==> run_1/metal_stack.png <==
Bar = 20 um. Two of the layers only.
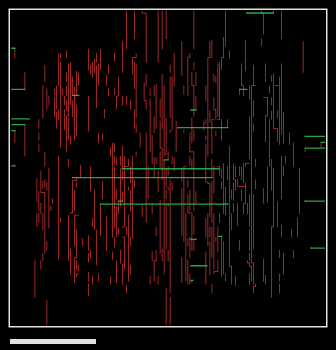
==> run_1/pins.png <==
Bar = 20 um. Pins as bars across the die edge, other pins in grey.
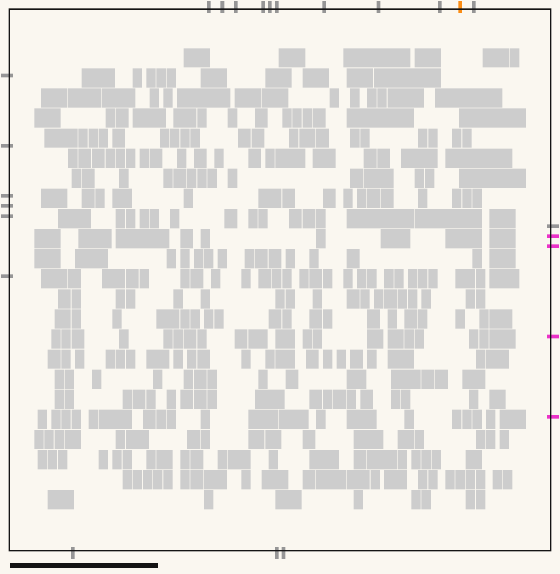
==> run_1/final_congestion.png <==
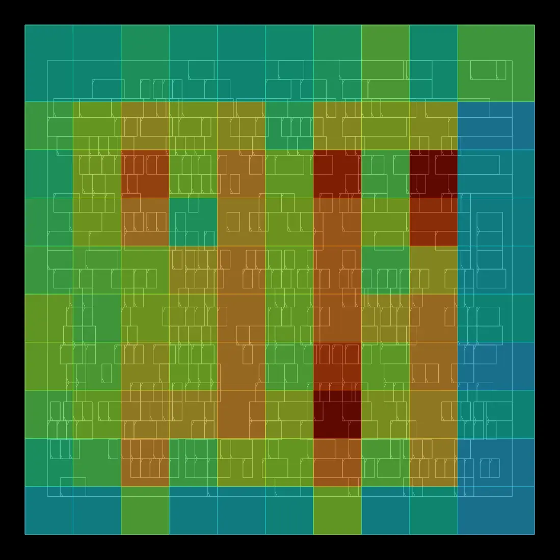
File: src/rtl/relogio_pkg.sv
// Shared BCD types and helpers for the digital clock counters.
// Provides the digit type, the largest legal digit and digit-pair helpers.
package relogio_pkg;

    typedef logic [3:0] bcd_digit_t;

    localparam bcd_digit_t BCD_MAX_DIGIT = 4'd9;

    function automatic logic bcd_is_valid(input bcd_digit_t digit);
        return digit <= BCD_MAX_DIGIT;
    endfunction

    // Binary value of a digit pair; msd up to 15 still fits in 8 bits.
    function automatic logic [7:0] bcd_pair_to_int(input bcd_digit_t msd,
                                                   input bcd_digit_t lsd);
        return ({4'b0, msd} * 8'd10) + {4'b0, lsd};
    endfunction

endpackage

File: src/rtl/cbm_passo_bcd.sv
// Combinational BCD stepper: next value of a two-digit count, one step
// up or down, wrapping between min and max (all given as BCD digit pairs).
// Ports: cur_* current digits, down direction, min_*/max_* range limits,
//        nxt_* next digits, wrap high when the step crosses the range end.
module cbm_passo_bcd
    import relogio_pkg::*;
(
    input  bcd_digit_t cur_msd,
    input  bcd_digit_t cur_lsd,
    input  logic       down,
    input  bcd_digit_t min_msd,
    input  bcd_digit_t min_lsd,
    input  bcd_digit_t max_msd,
    input  bcd_digit_t max_lsd,
    output bcd_digit_t nxt_msd,
    output bcd_digit_t nxt_lsd,
    output logic       wrap
);

    logic at_min;
    logic at_max;

    assign at_min = (cur_msd == min_msd) && (cur_lsd == min_lsd);
    assign at_max = (cur_msd == max_msd) && (cur_lsd == max_lsd);

    always_comb begin
        nxt_msd = cur_msd;
        nxt_lsd = cur_lsd;
        wrap    = 1'b0;
        if (!down) begin
            if (at_max) begin
                wrap    = 1'b1;
                nxt_msd = min_msd;
                nxt_lsd = min_lsd;
            end else if (cur_lsd == BCD_MAX_DIGIT) begin
                nxt_lsd = 4'd0;
                nxt_msd = cur_msd + 4'd1;
            end else begin
                nxt_lsd = cur_lsd + 4'd1;
            end
        end else begin
            if (at_min) begin
                wrap    = 1'b1;
                nxt_msd = max_msd;
                nxt_lsd = max_lsd;
            end else if (cur_lsd == 4'd0) begin
                nxt_lsd = BCD_MAX_DIGIT;
                nxt_msd = cur_msd - 4'd1;
            end else begin
                nxt_lsd = cur_lsd - 4'd1;
            end
        end
    end

endmodule

File: src/rtl/cont_bcd_mod.sv
// Two-digit BCD modulo counter with up/down count, clear, checked preset
// and single-cycle carry/borrow pulses for cascading clock stages.
// Ports: cbm_clock/cbm_reset, cbm_enable/cbm_down count control,
//        cbm_clear, cbm_load + cbm_load_msd/lsd preset, cbm_msd/lsd value,
//        cbm_carry/cbm_borrow wrap pulses, cbm_load_err rejected preset.
module cont_bcd_mod
    import relogio_pkg::*;
#(
    parameter int MODULUS   = 60,
    parameter int MIN_VALUE = 0
) (
    input  logic       cbm_clock,
    input  logic       cbm_reset,
    input  logic       cbm_enable,
    input  logic       cbm_down,
    input  logic       cbm_clear,
    input  logic       cbm_load,
    input  logic [3:0] cbm_load_lsd,
    input  logic [3:0] cbm_load_msd,
    output logic [3:0] cbm_lsd,
    output logic [3:0] cbm_msd,
    output logic       cbm_carry,
    output logic       cbm_borrow,
    output logic       cbm_load_err
);

    localparam int MAX_VALUE = MIN_VALUE + MODULUS - 1;

    if (MODULUS < 2 || MODULUS > 100) begin : g_bad_modulus
        $error("cont_bcd_mod: MODULUS must be 2..100");
    end
    if (MIN_VALUE < 0 || MAX_VALUE > 99) begin : g_bad_range
        $error("cont_bcd_mod: range must lie within 0..99");
    end

    localparam bcd_digit_t MIN_MSD = 4'(MIN_VALUE / 10);
    localparam bcd_digit_t MIN_LSD = 4'(MIN_VALUE % 10);
    localparam bcd_digit_t MAX_MSD = 4'(MAX_VALUE / 10);
    localparam bcd_digit_t MAX_LSD = 4'(MAX_VALUE % 10);
    localparam logic [8:0] MIN_V9  = 9'(MIN_VALUE);
    localparam logic [7:0] MAX_V8  = 8'(MAX_VALUE);

    bcd_digit_t lsd_q, lsd_d;
    bcd_digit_t msd_q, msd_d;
    logic       load_err_q, load_err_d;

    bcd_digit_t step_msd;
    bcd_digit_t step_lsd;
    logic       step_wrap;

    logic [7:0] preset;
    logic [8:0] preset_off;
    logic       preset_ok;

    cbm_passo_bcd u_passo (
        .cur_msd (msd_q),
        .cur_lsd (lsd_q),
        .down    (cbm_down),
        .min_msd (MIN_MSD),
        .min_lsd (MIN_LSD),
        .max_msd (MAX_MSD),
        .max_lsd (MAX_LSD),
        .nxt_msd (step_msd),
        .nxt_lsd (step_lsd),
        .wrap    (step_wrap)
    );

    // Lower bound via the sign of a widened difference so that a zero
    // minimum does not turn into an always-true unsigned compare.
    assign preset     = bcd_pair_to_int(cbm_load_msd, cbm_load_lsd);
    assign preset_off = {1'b0, preset} - MIN_V9;
    assign preset_ok  = bcd_is_valid(cbm_load_msd)
                      && bcd_is_valid(cbm_load_lsd)
                      && !preset_off[8]
                      && (preset <= MAX_V8);

    always_comb begin
        lsd_d      = lsd_q;
        msd_d      = msd_q;
        load_err_d = 1'b0;
        if (cbm_clear) begin
            lsd_d = MIN_LSD;
            msd_d = MIN_MSD;
        end else if (cbm_load) begin
            if (preset_ok) begin
                lsd_d = cbm_load_lsd;
                msd_d = cbm_load_msd;
            end else begin
                load_err_d = 1'b1;
            end
        end else if (cbm_enable) begin
            lsd_d = step_lsd;
            msd_d = step_msd;
        end
    end

    always_ff @(posedge cbm_clock or posedge cbm_reset) begin
        if (cbm_reset) begin
            lsd_q      <= MIN_LSD;
            msd_q      <= MIN_MSD;
            load_err_q <= 1'b0;
        end else begin
            lsd_q      <= lsd_d;
            msd_q      <= msd_d;
            load_err_q <= load_err_d;
        end
    end

    // Wrap pulses only when the step is actually taken this cycle.
    assign cbm_carry  = cbm_enable & ~cbm_down & step_wrap
                      & ~cbm_clear & ~cbm_load;
    assign cbm_borrow = cbm_enable & cbm_down & step_wrap
                      & ~cbm_clear & ~cbm_load;

    assign cbm_lsd      = lsd_q;
    assign cbm_msd      = msd_q;
    assign cbm_load_err = load_err_q;

endmodule

File: config.mk
export PLATFORM = sky130hd
export DESIGN_NAME = cont_bcd_mod
export DESIGN_NICKNAME = d
export VERILOG_FILES = /design/src/rtl/relogio_pkg.sv /design/src/rtl/cbm_passo_bcd.sv /design/src/rtl/cont_bcd_mod.sv
export SDC_FILE = /design/constraint.sdc
export NUM_CORES = 1
export LEC_CHECK = 0
export ABC_AREA = 1
export CORE_MARGIN = 3
export CORE_UTILIZATION = 40
export CTS_CLUSTER_DIAMETER = 120
export DETAILED_ROUTE_END_ITERATION = 6
export GPL_TIMING_DRIVEN = 0
export PLACE_DENSITY = 0.6
export SLEW_MARGIN = 20
export SYNTH_ARGS = -nofsm -noshare
export SYNTH_HDL_FRONTEND = slang
export SYNTH_HIERARCHICAL = 1
export SYNTH_SLANG_ARGS = --single-unit
File: constraint.sdc
create_clock -name cbm_clock -period 4.2 [get_ports cbm_clock]
set_clock_uncertainty 0.1 [all_clocks]
set_input_delay 0.84 -clock cbm_clock [delete_from_list [all_inputs] [get_ports cbm_clock]]
set_output_delay 0.84 -clock cbm_clock [all_outputs]
set_load 0.005 [all_outputs]
==> impl_metrics.json, run 1 <==
{
  "antenna_found_initial": 0,
  "cp_max_fo": 10,
  "ctsHtreeMaxLevel": 1,
  "tns_ps": 0,
  "cp_common_cell": "clkdlybuf4s50_1",
  "slew_headroom": 0.590,
  "synthMuxAreaShare": 0,
  "cts.clk_slew.worst_paths_ps": 40,
  "ys_warn_count": 6,
  "cts_tree": "done",
  "yosys_cells": 318,
  "vias": 1917,
  "fp_util": 0.432,
  "cts-resized-gates": 0,
  "seq_area_um2": 225,
  "finalClockPeriodUsage": 0.921,
  "simple_gate_area_frac": 0.550,
  "cts_setup_buffers": 0,
  "yosysTopAreaCellShare": 0.267,
  "cts_sinks": 9,
  "coreArea_mm2": 0.00417,
  "edf_count": 0,
  "cp_slowest_cell": "clkdlybuf4s50_1",
  "gp_congestion": 0.855,
  "logic_area_mm2": 0.00149,
  "clock_latency_ps": 230,
  "die_area_mm2": 0.00535,
  "place_ws_ps": 361,
  "worstSetupStartpointType": "input pin",
  "ys_sh_adder": 0.0847,
  "syn_area_mm2": 0.00180,
  "hold_violations": 0,
  "hpwlAfterDp_um": 3770,
  "ir_drop_mv": 0.0852,
  "largest_area_cell": "nand2_1",
  "syn_area_per_cell_um2": 5.67,
  "outcome": "complete, no violations",
  "dr.pass1.iters": 4,
  "gr-total-overflow": 0,
  "syn2layout_area_growth_pct": 26.0,
  "cts_root_buf": "clkbuf_8",
  "rsz0062_at_grt": "no",
  "numCtsBuffers": 3,
  "ant_nets": 0,
  "pwr-share-comb": 0.602,
  "aoi_share": 0.0653,
  "fill_cells": 471,
  "hold_buffers": 0,
  "yosysMostFrequentCell": "nand2_1",
  "grt_max_degree": 11,
  "vias_per_cell": 4.48,
  "swShare": 0.445,
  "synth_flops": 9,
  "grt_pass1_wl_um": 8050,
  "grt_usage": 0.187,
  "clock_path_buffers": 2,
  "synthTopCellsByCount": "128 x nand2_1, 41 x nand3_1, 34 x inv_1, 16 x nor2_1",
  "fmax_mhz": 259,
  "ys_top_logic_family": "simple AND/OR/NAND/NOR gates",
  "fin_crit_ps": 3870,
  "slew_viol_final": 0,
  "drv_cap": 0,
  "synthCells": 318,
  "critPathCaptureType": "output port"
}
About metal_stack.png:
- green: met3 (wire length 142 um)
- red: met2 (wire length 1960 um)

About pins.png:
- magenta: `cbm_lsd` (pins 4; direction output; edge right)
- orange: `cbm_clock` (pins 1; direction input; edge top)
Die W: 73.1 um
input/output buffers: 24
die height: 73.1 um

About final_congestion.png:
met2 usage: 0.276
final core occ: 0.544
Most Used Layer, Global Route: met1
Routed wire per std cell: 10.6 um

[run 1: state kept, by name, indices dropped and copies added, names as in the netlist]
signal,count
cbm_load_err,1
cbm_lsd,4
cbm_msd,4
[run 1: final timing paths]
check                      depth (start not counted)  slack, ps  startpoint          to
max                                                7        330    cbm_down  cbm_borrow
min                                                2        400  cbm_lsd[1]  cbm_lsd[1]
max reg2reg                                       12       2160  cbm_msd[1]  cbm_lsd[0]
min reg2reg                                        2        400  cbm_lsd[1]  cbm_lsd[1]
max in group asynchronous                          2       2990   cbm_reset  cbm_lsd[0]
min in group asynchronous                          2        770   cbm_reset  cbm_msd[2]
[run 1: layout by cell type, fill, tap and decap left out, types with 2 or more instances in the layout]
cell	n
buf_2	3
buf_6	2
nand2_2	7
clkdlybuf4s50_1	24
xor2_1	3
a22o_1	2
nor2_4	7
ha_1	9
fa_1	2
inv_2	6
nand3_1	41
clkbuf_8	3
xnor2_1	9
conb_1	34
clkinv_1	2
dfrtp_1	9
nor2_2	3
o21ai_1	4
a21oi_1	9
inv_1	34
o21ai_0	7
nor2_1	16
nand2_1	128
nand2_4	4
nand3b_1	5
[run 1: power groups by stage]
stage / sequential [mW] / clock [mW] / combinational (mW)
floorplan: 0.113 / 0 / 0.239
CTS: 0.117 / 0.0992 / 0.323
global route: 0.118 / 0.104 / 0.372
finish: 0.116 / 0.0964 / 0.322
detailed placement: 0.118 / 0 / 0.321
global placement: 0.118 / 0 / 0.320
[run 1: final cells by class]
type                       instances  share of cell area
buffer                             6              0.0198
clock buffer                       4              0.0198
inverter                          42              0.0695
multi-input combinational        293               0.658
sequential                         9              0.0992
tap                               50              0.0276
timing repair buffer              24               0.106
[run 1: cells by family (layout without fill, tap and decap cells)]
group / after synthesis / after routing
flip-flops: 9 / 9
AND-OR/OR-AND: 22 / 22
other: 2 / 34
adder cells (fa/ha/maj): 11 / 11
XOR/XNOR: 12 / 12
AND/OR/NAND/NOR: 214 / 214
buffers and inverters: 48 / 76
[run 1: worst max-delay path, delay by kind of cell]
family          cells  cell delay [ps]
buf+inv             4             1530
simple gates        2              330
compound gates      1              220
[run 1: layer usage]
layer | vias to the layer above | GRT usage | share of wire
li1 | 1080 | - | -
met1 | 796 | 0.288 | 0.52
met2 | 31 | 0.276 | 0.43
met3 | 10 | 0.00964 | 0.031
met4 | 0 | 0.0533 | 0.019
met5 | - | 0 | 0
[run 1: per-stage QoR]
stage	utilization	power (mW)	std cells	instance area [um2]
floorplan	-	0.351	350	1920
global placement	0.533	0.438	424	2220
detailed placement	0.533	0.439	424	2220
CTS	0.544	0.539	428	2270
global route	0.544	0.595	428	2270
finish	0.544	0.534	428	2270
==> run_1/cell_classes.png <==
Bar = 20 um. Fill, decap, tap and diode cells in grey.
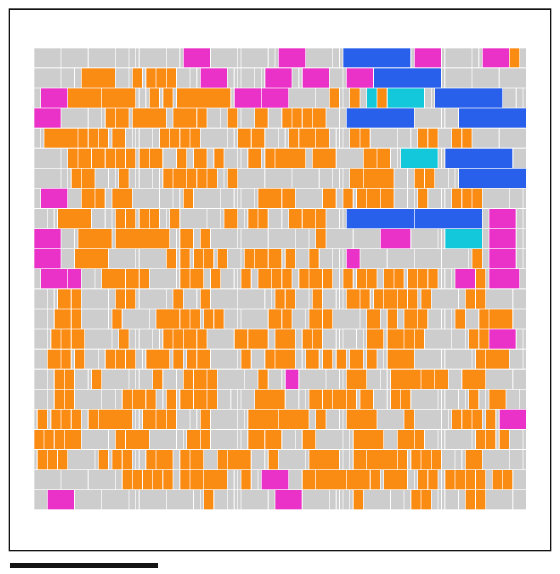

==> run 2, diff against run 1 <==
--- a/config.mk
+++ b/config.mk
@@ -7,11 +7,11 @@
 export LEC_CHECK = 0
 export ABC_AREA = 1
 export CORE_MARGIN = 3
-export CORE_UTILIZATION = 40
+export CORE_UTILIZATION = 60
 export CTS_CLUSTER_DIAMETER = 120
 export DETAILED_ROUTE_END_ITERATION = 6
 export GPL_TIMING_DRIVEN = 0
-export PLACE_DENSITY = 0.6
+export PLACE_DENSITY = 0.85
 export SLEW_MARGIN = 20
 export SYNTH_ARGS = -nofsm -noshare
 export SYNTH_HDL_FRONTEND = slang
==> run_2/cell_classes.png <==
Bar = 20 um. Fill, decap, tap and diode cells in grey.
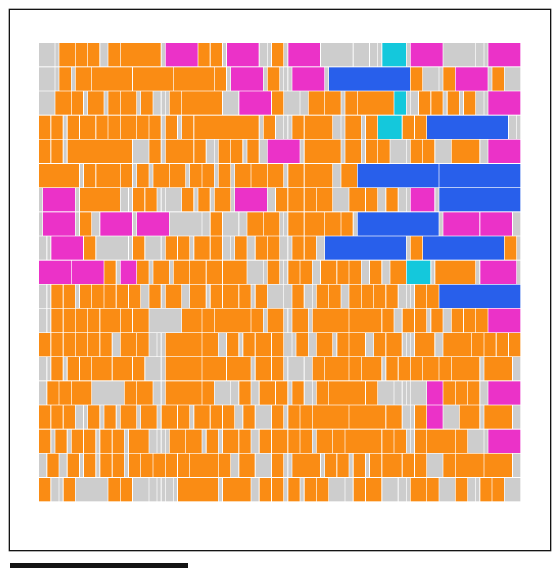
- magenta: other buffers and delay cells (cells 30; share of their area 13%)
- orange: all other logic (cells 335; share of their area 75%)
- blue: flip-flops (cells 9; share of their area 10%)
- cyan: clock drivers and dummy loads (cells 4; share of their area 1.2%)

==> impl_metrics.json, run 2 <==
{
  "syn2layout_area_growth_pct": 23.6,
  "numPortBuffers": 24,
  "fin_cells": 409,
  "simple_gate_area_frac": 0.550,
  "reg2regPathDepth": 12,
  "clock_path_buffers": 2,
  "syn_area_mm2": 0.00180,
  "final_common_cell": "nand2_1",
  "crit_family": "buffers and inverters",
  "ctsHtreeMaxLevel": 1,
  "cp_slowest_cell": "clkdlybuf4s50_1",
  "antenna_found_initial": 0,
  "ys_warn_count": 6,
  "wl_per_cell_um": 10.8,
  "rrSetupSlack_ps": 2190,
  "crit_path_end": "cbm_carry",
  "synthCells": 318,
  "syn_area_per_cell_um2": 5.67,
  "cp_num_cells": 7,
  "die_y_um": 60.8,
  "cp_common_cell": "clkdlybuf4s50_1",
  "synth_flops": 9,
  "cts_tree": "done",
  "die_area_mm2": 0.00370,
  "drv_cap": 0,
  "placed_area_mm2": 0.00220,
  "critPathBufInv": 4,
  "grt_pass1_wl_um": 7560,
  "lay_top_cells": "128 x nand2_1, 41 x nand3_1, 34 x inv_1, 34 x conb_1, 24 x clkdlybuf4s50_1",
  "outcome": "complete, no violations",
  "tns_ps": 0,
  "ys_top_logic_family": "simple AND/OR/NAND/NOR gates",
  "pwr-share-comb": 0.640,
  "ant_nets": 0,
  "worstReg2RegEnd": "cbm_lsd[0]",
  "critPathCaptureType": "output port",
  "placed_cells": 405,
  "vias_per_cell": 4.88,
  "ir_drop_mv": 0.102,
  "hold_buffers": 0,
  "gr-total-overflow": 0,
  "aoi_share": 0.0653,
  "cts-resized-gates": 0,
  "ys_sh_adder": 0.0847,
  "final_util": 0.794,
  "total_power_uw": 509,
  "yosys_cells": 318,
  "place_ws_ps": 507,
  "worstSetupStartpointType": "input pin",
  "slew_headroom": 0.619,
  "edf_count": 0,
  "fmax_mhz": 269,
  "coreArea_mm2": 0.00281,
  "fp_util": 0.642,
  "rsz0062_at_grt": "no",
  "synthTopCellsByCount": "128 x nand2_1, 41 x nand3_1, 34 x inv_1, 16 x nor2_1",
  "slew_viol_final": 0,
  "cts_sinks": 9,
  "hpwlAfterDp_um": 3720,
  "hold_violations": 0,
  "yosysMostFrequentCell": "nand2_1",
  "cts_root_buf": "clkbuf_4",
  "grt_max_degree": 11,
  "yosysTopAreaCellShare": 0.267,
  "dr.pass1.iters": 4,
  "fin_crit_ps": 3710
}
==> run_2/metal_stack.png <==
Bar = 20 um. Two of the layers only.
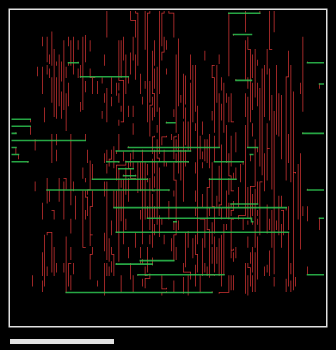
- red: met2 (wire length 1990 um)
- green: met3 (wire length 314 um)

-- run 2: cell type report --
| type | instances | area, um2 |
|---|---|---|
| multi-input cells | 293 | 1490 |
| plain buffers | 6 | 45.0 |
| fillers | 242 | 578 |
| repair buffers | 24 | 240 |
| inverters | 42 | 158 |
| flip-flops and latches | 9 | 225 |
| well taps | 31 | 38.8 |
| clock buffers | 4 | 26.3 |
-- run 2: kinds of logic (layout without fill, tap and decap cells) --
group                    after synthesis  after routing
AND-OR/OR-AND                         22             22
adder cells (fa/ha/maj)               11             11
buffers and inverters                 48             76
AND/OR/NAND/NOR                      214            214
XOR/XNOR                              12             12
other                                  2             34
flip-flops                             9              9
-- run 2: metal layers --
layer / GRT usage / part of all wire / routed length [um] / vias up
li1: - / - / - / 1083
met1: 0.367 / 0.47 / 2050 / 845
met3: 0.0255 / 0.071 / 313 / 5
met4: 0.0588 / 0.0095 / 42 / 0
met5: 0 / 0 / 0 / -
met2: 0.443 / 0.45 / 1990 / 64
-- run 2: power groups by stage --
stage | combinational, mW | clock [mW] | sequential (mW)
2_1_floorplan | 0.239 | 0 | 0.113
3_3_place_gp | 0.315 | 0 | 0.117
3_5_place_dp | 0.322 | 0 | 0.117
4_1_cts | 0.323 | 0.0675 | 0.116
5_1_grt | 0.373 | 0.0720 | 0.117
6_report | 0.326 | 0.0682 | 0.115
-- run 2: how the worst min path moves through the flow --
| stage | slack (ps) | cells past startpoint | from | end |
|---|---|---|---|---|
| after floorplan | 380 | 2 | cbm_msd[3] | cbm_msd[3] |
| after global placement | 400 | 2 | cbm_msd[2] | cbm_msd[2] |
| after detailed placement | 420 | 2 | cbm_lsd[1] | cbm_lsd[1] |
| after CTS | 420 | 2 | cbm_lsd[1] | cbm_lsd[1] |
| after global routing | 430 | 2 | cbm_lsd[1] | cbm_lsd[1] |
| final | 420 | 2 | cbm_lsd[1] | cbm_lsd[1] |
-- run 2: worst min-delay path, stage by stage (launching register included) --
cell,delay [ps]
dfrtp_1,370
nand2_1,70
nand2_1,50
Power and IR drop assume default switching activity.
